===== config.mk =====
export PLATFORM = sky130hd
export DESIGN_NAME = component_phase_sequencer
export DESIGN_NICKNAME = d
export VERILOG_FILES = /design/src/rtl/component_phase_sequencer.sv
export SDC_FILE = /design/constraint.sdc
export NUM_CORES = 1
export LEC_CHECK = 0
export ABC_AREA = 0
export CAP_MARGIN = 20
export CORE_ASPECT_RATIO = 1.2
export CORE_UTILIZATION = 30
export DETAILED_ROUTE_END_ITERATION = 10
export GPL_ROUTABILITY_DRIVEN = 0
export PLACE_DENSITY_LB_ADDON = 0.1
export SYNTH_ARGS = -nofsm -noshare
export SYNTH_HDL_FRONTEND = slang
export SYNTH_SLANG_ARGS = --single-unit
export TNS_END_PERCENT = 50

===== constraint.sdc =====
create_clock -name clock -period 12 [get_ports clock]
set_clock_uncertainty 0.05 [all_clocks]
set_input_delay 3.6 -clock clock [delete_from_list [all_inputs] [get_ports clock]]
set_output_delay 3.6 -clock clock [all_outputs]
set_load 0.03 [all_outputs]

===== src/rtl/component_phase_sequencer.sv =====
// Start-triggered phase sequencer: per slice, times the DC/AC VLC reset, enable and flush windows.
// Optional row-serial DCT mode (block span B = 8*N) is enabled by defining COMPONENT_PHASE_ROWMODE_EN.
module component_phase_sequencer #(
    parameter int CNT_W       = 32,
    parameter int BLK_W       = 16,
    parameter int DCT_TIME    = 10,
    parameter int DC_VLC_TIME = 44,
    parameter int WR_OFFSET   = -12,
    parameter int AC_COEFS    = 63
) (
    input  logic             clock,
    input  logic             reset,
    input  logic             start,
    input  logic             abort,
    input  logic [BLK_W-1:0] block_num,
    output logic             busy,
    output logic             done,
    output logic [CNT_W-1:0] sequence_counter,
    output logic [CNT_W-1:0] wr_counter,
    output logic             dc_vlc_reset,
    output logic             dc_vlc_output_enable,
    output logic [CNT_W-1:0] dc_vlc_counter,
    output logic             ac_vlc_reset,
    output logic             ac_vlc_output_enable,
    output logic             ac_vlc_output_flush,
    output logic [CNT_W-1:0] ac_vlc_counter
);

    localparam logic [CNT_W-1:0] T_C   = CNT_W'(DCT_TIME);
    localparam logic [CNT_W-1:0] D_C   = CNT_W'(DC_VLC_TIME);
    localparam logic [CNT_W-1:0] AC_C  = CNT_W'(AC_COEFS);
    localparam logic [CNT_W-1:0] OFF_C = CNT_W'(WR_OFFSET);

    typedef enum logic [1:0] {IDLE, RUN, DONE} state_t;

    state_t           state_q, state_d;
    logic [CNT_W-1:0] seq_q, seq_d;
    logic [CNT_W-1:0] wr_q, wr_d;
    logic [CNT_W-1:0] dc_rst_lo_q, dc_rst_lo_d;
    logic [CNT_W-1:0] dc_rst_hi_q, dc_rst_hi_d;
    logic [CNT_W-1:0] dc_oe_lo_q, dc_oe_lo_d;
    logic [CNT_W-1:0] dc_oe_hi_q, dc_oe_hi_d;
    logic [CNT_W-1:0] ac_rst_lo_q, ac_rst_lo_d;
    logic [CNT_W-1:0] ac_oe_lo_q, ac_oe_lo_d;
    logic [CNT_W-1:0] flush_at_q, flush_at_d;
    logic [CNT_W-1:0] end_at_q, end_at_d;
    logic             busy_q, busy_d;
    logic             done_q, done_d;
    logic             dc_rst_q, dc_rst_d;
    logic             dc_oe_q, dc_oe_d;
    logic             ac_rst_q, ac_rst_d;
    logic             ac_oe_q, ac_oe_d;
    logic             ac_flush_q, ac_flush_d;

    logic [CNT_W-1:0] n_ext, b_ext, a_ext, ac_tail;
    logic             active;

    always_comb begin
        n_ext = {{(CNT_W-BLK_W){1'b0}}, block_num};
`ifdef COMPONENT_PHASE_ROWMODE_EN
        b_ext = n_ext << 3;
`else
        b_ext = n_ext;
`endif
        a_ext   = T_C + b_ext + D_C;
        ac_tail = a_ext + AC_C * n_ext;

        state_d     = state_q;
        seq_d       = seq_q;
        wr_d        = wr_q;
        dc_rst_lo_d = dc_rst_lo_q;
        dc_rst_hi_d = dc_rst_hi_q;
        dc_oe_lo_d  = dc_oe_lo_q;
        dc_oe_hi_d  = dc_oe_hi_q;
        ac_rst_lo_d = ac_rst_lo_q;
        ac_oe_lo_d  = ac_oe_lo_q;
        flush_at_d  = flush_at_q;
        end_at_d    = end_at_q;
        busy_d      = 1'b0;
        done_d      = 1'b0;

        // Windows are compares against the current count, registered so they appear one cycle later.
        active     = (state_q == RUN) && !abort;
        dc_rst_d   = active && (seq_q >= dc_rst_lo_q) && (seq_q < dc_rst_hi_q);
        dc_oe_d    = active && (seq_q >= dc_oe_lo_q) && (seq_q < dc_oe_hi_q);
        ac_rst_d   = active && (seq_q >= ac_rst_lo_q) && (seq_q < end_at_q);
        ac_oe_d    = active && (seq_q >= ac_oe_lo_q) && (seq_q < flush_at_q);
        ac_flush_d = active && (seq_q == flush_at_q);

        case (state_q)
            IDLE: begin
                if (start && (block_num != '0)) begin
                    state_d     = RUN;
                    busy_d      = 1'b1;
                    seq_d       = '0;
                    wr_d        = OFF_C;
                    dc_rst_lo_d = T_C + b_ext + 1'b1;
                    dc_rst_hi_d = T_C + (b_ext << 1) + CNT_W'(8);
                    dc_oe_lo_d  = T_C + b_ext + CNT_W'(7);
                    // B+N equals 2B in normal mode and 9N in row mode, so one formula covers both.
                    dc_oe_hi_d  = T_C + b_ext + n_ext + CNT_W'(7);
                    ac_rst_lo_d = a_ext + 1'b1;
                    ac_oe_lo_d  = a_ext + CNT_W'(6);
                    flush_at_d  = ac_tail + CNT_W'(6);
                    end_at_d    = ac_tail + CNT_W'(8);
                end
            end
            RUN: begin
                if (abort) begin
                    state_d = IDLE;
                end else if (seq_q == end_at_q) begin
                    state_d = DONE;
                    done_d  = 1'b1;
                end else begin
                    busy_d = 1'b1;
                    seq_d  = seq_q + 1'b1;
                    wr_d   = seq_d + OFF_C;
                end
            end
            DONE:    state_d = IDLE;
            default: state_d = IDLE;
        endcase
    end

    always_ff @(posedge clock) begin
        if (reset) begin
            state_q     <= IDLE;
            seq_q       <= '0;
            wr_q        <= '0;
            dc_rst_lo_q <= '0;
            dc_rst_hi_q <= '0;
            dc_oe_lo_q  <= '0;
            dc_oe_hi_q  <= '0;
            ac_rst_lo_q <= '0;
            ac_oe_lo_q  <= '0;
            flush_at_q  <= '0;
            end_at_q    <= '0;
            busy_q      <= 1'b0;
            done_q      <= 1'b0;
            dc_rst_q    <= 1'b0;
            dc_oe_q     <= 1'b0;
            ac_rst_q    <= 1'b0;
            ac_oe_q     <= 1'b0;
            ac_flush_q  <= 1'b0;
        end else begin
            state_q     <= state_d;
            seq_q       <= seq_d;
            wr_q        <= wr_d;
            dc_rst_lo_q <= dc_rst_lo_d;
            dc_rst_hi_q <= dc_rst_hi_d;
            dc_oe_lo_q  <= dc_oe_lo_d;
            dc_oe_hi_q  <= dc_oe_hi_d;
            ac_rst_lo_q <= ac_rst_lo_d;
            ac_oe_lo_q  <= ac_oe_lo_d;
            flush_at_q  <= flush_at_d;
            end_at_q    <= end_at_d;
            busy_q      <= busy_d;
            done_q      <= done_d;
            dc_rst_q    <= dc_rst_d;
            dc_oe_q     <= dc_oe_d;
            ac_rst_q    <= ac_rst_d;
            ac_oe_q     <= ac_oe_d;
            ac_flush_q  <= ac_flush_d;
        end
    end

    assign busy                 = busy_q;
    assign done                 = done_q;
    assign sequence_counter     = seq_q;
    assign wr_counter           = wr_q;
    assign dc_vlc_reset         = dc_rst_q;
    assign dc_vlc_output_enable = dc_oe_q;
    assign ac_vlc_reset         = ac_rst_q;
    assign ac_vlc_output_enable = ac_oe_q;
    assign ac_vlc_output_flush  = ac_flush_q;
    // Stage-local counters reuse the registered window starts as their bases.
    assign dc_vlc_counter       = seq_q - dc_rst_lo_q;
    assign ac_vlc_counter       = seq_q - ac_rst_lo_q;

endmodule


Figure 1. Layout detail.
Region (40, 197) to (80, 237) um. Cells in grey, sequential cells in the stronger grey; small squares are vias.
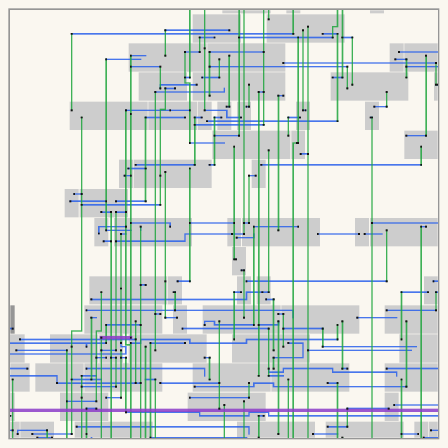
Key: M3 = purple; M2 = green; M1 = blue
60 logic cells have their middle in the window. Sequential cells in the window: 0. Most frequent: fa_1 (26), inv_1 (23), ha_1 (8).

Figure 2. I/O nets highlighted.
The bar under the picture is 50 um long.
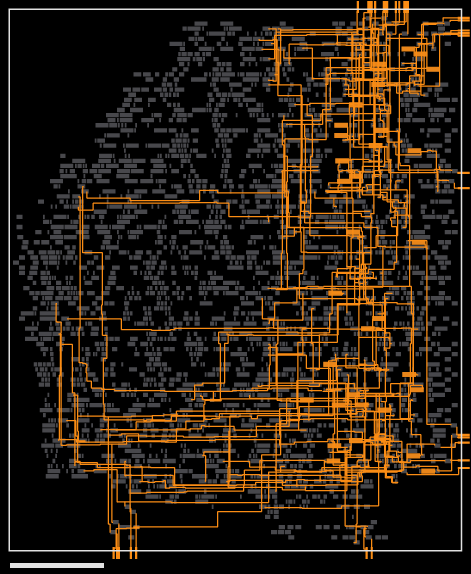
Key: `sequence_counter` = orange [bits 32, direction output, edge 13 north, 12 east, 7 south, end cells 32, buffers 52, wire 12,100 um]

Figure 3. Sequential cells grouped by signal name.
The bar under the picture is 50 um long. Other sequential cells in the stronger grey, the rest of the logic in the fainter grey.
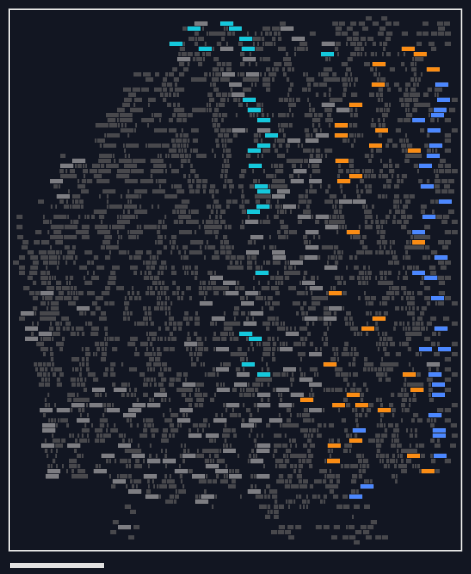
Key: `sequence_counter` = orange [placed flops 32, where a column on the right]; `flush_at_q` = cyan [placed flops 24]; `wr_counter` = blue [placed flops 30]
Another 137 sequential cells are not coloured.

==> results.txt <==
Here are the numbers from the latest Yosys + OpenROAD run.

The vertical die size is 289 um. Per the timing report, the achievable frequency comes out to 96.6 MHz. Post-CTS timing repair inserted 0 buffers for setup.

The count of library flops with an enable pin came out at 0. The first-pass iteration count of the detailed router came out at 5. The number of well taps came out at 901. The cell sequence reported for the critical path is clkdlybuf4s50_1, ha_1, a21oi_1, nor2_1, inv_1, ha_1, or2_2, nor3_1, nand3_1, nand2b_1, xor2_1, inv_1, fa_1, inv_1, ha_1, a21oi_1, nand2_1, a2bb2oi_1, o21a_1, o311ai_2, nor4_4, nand2b_1, o41a_1, a2111oi_2. The number of inserted filler cells in the final layout came out at 7,200. The endpoint of the worst-slack reg-to-reg timing path is wr_counter[28].

The total standard cell area after synthesis came out at 20,600 um2. The clock-pin slew on the worst setup and hold paths is 0.06 ns. The combinational group share of total power came out at 0.590.

The transition time of the tightest slew-check pin came out at 1.16 ns. The critical path in this run is classified as in2reg. The number of antenna violations at the first check in global routing is 0. The utilization after layout is 0.355.

The sum of met3 wire segment lengths after detailed routing came out at 2360 um. The total cell area reported by yosys after synthesis is 20,600 um2. The overall die area is 69,600 um2. The fraction of area in non-clock buffers is 0.0784. The proportion of synthesized chip area in sequential cells is 0.217. The area growth from synthesis to layout is 16.5%. Summed over all routing layers, the global router reports a total usage of 0.217. In this run the most used layer during global routing was met2.

The distinct cell type count after synthesis is 86. The headroom to the max-slew limit came out at 0.207. The half-perimeter wire length after placement came out at 59,700 um. The global-route met2 utilization is 0.386.

The flow ran to the end, and the final reports show no timing, DRC or antenna violations. The leakage power of the design came out at 9.96 nW. The fraction of area in registers came out at 0.186. The number of buffers inserted for hold repair after clock tree synthesis came out at 0. The worst hold slack after final layout is 0.398 ns.

Synthesis produced a netlist whose cell count is 2,618. The startpoint of the worst-slack reg-to-reg timing path is sequence_counter[1]. The capturing instance or port of the critical path is end_at_q[20]. The average wire length per cell after detail routing is 21.0 um. Yosys stat counts 2,618 cells in the synthesized netlist.

The area fraction in mux cells is 0.00487. Of the total synthesized cell area, the portion taken by full adders, half adders and majority gates is 0.209. Per the power-grid run, VDD falls by no more than 0.000161 V. The number of nets with antenna violations after detailed routing came out at 0. The maximum cell stage delay along the critical path came out at 0.80 ns. The insertion delay of the later-clocked pin in the worst-skew pair is 0.61 ns. Among cell families on the critical path, the largest total delay comes from simple AND/OR/NAND/NOR gates. Per the cell usage report, the commonest logic cells after layout are inv_1, ha_1, nor2_1.

The timing startpoint of the critical path is block_num[2]. The area of all placed cells without fillers came out at 24,000 um2. The non-clock buffer count in the final layout is 197. The launch point of the worst hold path is ac_rst_lo_q[18]. The inverter count came out at 271. Looking at the cell usage after synthesis, the top flip-flop cell is dfxtp_1. Per the synth stats, the proportion of register bits with asynchronous set or reset is 0.

The vias after detailed routing came out at 18.6k. Counting tap cells, the placed design contains a total of 3,580 instances. The critical path maximum fanout is 9. The routed metal-1 wire length is 34,700 um. The number of global-route vias before repair is 18.2k. The final tally of hold violations is 0. The global routing report lists met3 layer usage as 0.0166. The flop count came out at 223. In this run the cell area measured after placement is 23,000 um2. The post-layout instance count excluding filler cells came out at 3,630.

The share of Yosys cell area claimed by the top area cell type is 0.217. TritonCTS built the clock tree. The largest net degree at the start of global routing came out at 154. The count of H-tree levels built during CTS is 1.

The xor and xnor area share after synthesis is 0.105. The overall power of the completed layout came out at 4.31 mW. The final max-slew violation count came out at 0.
==> power by group through the flow <==
stage	logic (mW)	clock network, mW	registers (mW)
global placement	2.53	0	0.890
floorplan	1.90	0	0.898
CTS	2.56	0.923	0.876
global route	2.82	0.948	0.886
finish	2.54	0.895	0.875
detailed placement	2.55	0	0.892
==> state kept, by name, summed over array words and instances (netlist names), 16 cells and up <==
signal            count
sequence_counter     32
wr_counter           30
dc_rst_hi_q          17
flush_at_q           24
end_at_q             24
ac_oe_lo_q           19
dc_rst_lo_q          17
dc_oe_hi_q           18
ac_rst_lo_q          17
dc_oe_lo_q           16
==> worst min-delay path: stages (launching register included) <==
cell and delay (ns):
dfxtp_1 0.30, inv_1 0.06, nor3_1 0.05
No activity file was given, so power comes from the tool's default toggle rates.
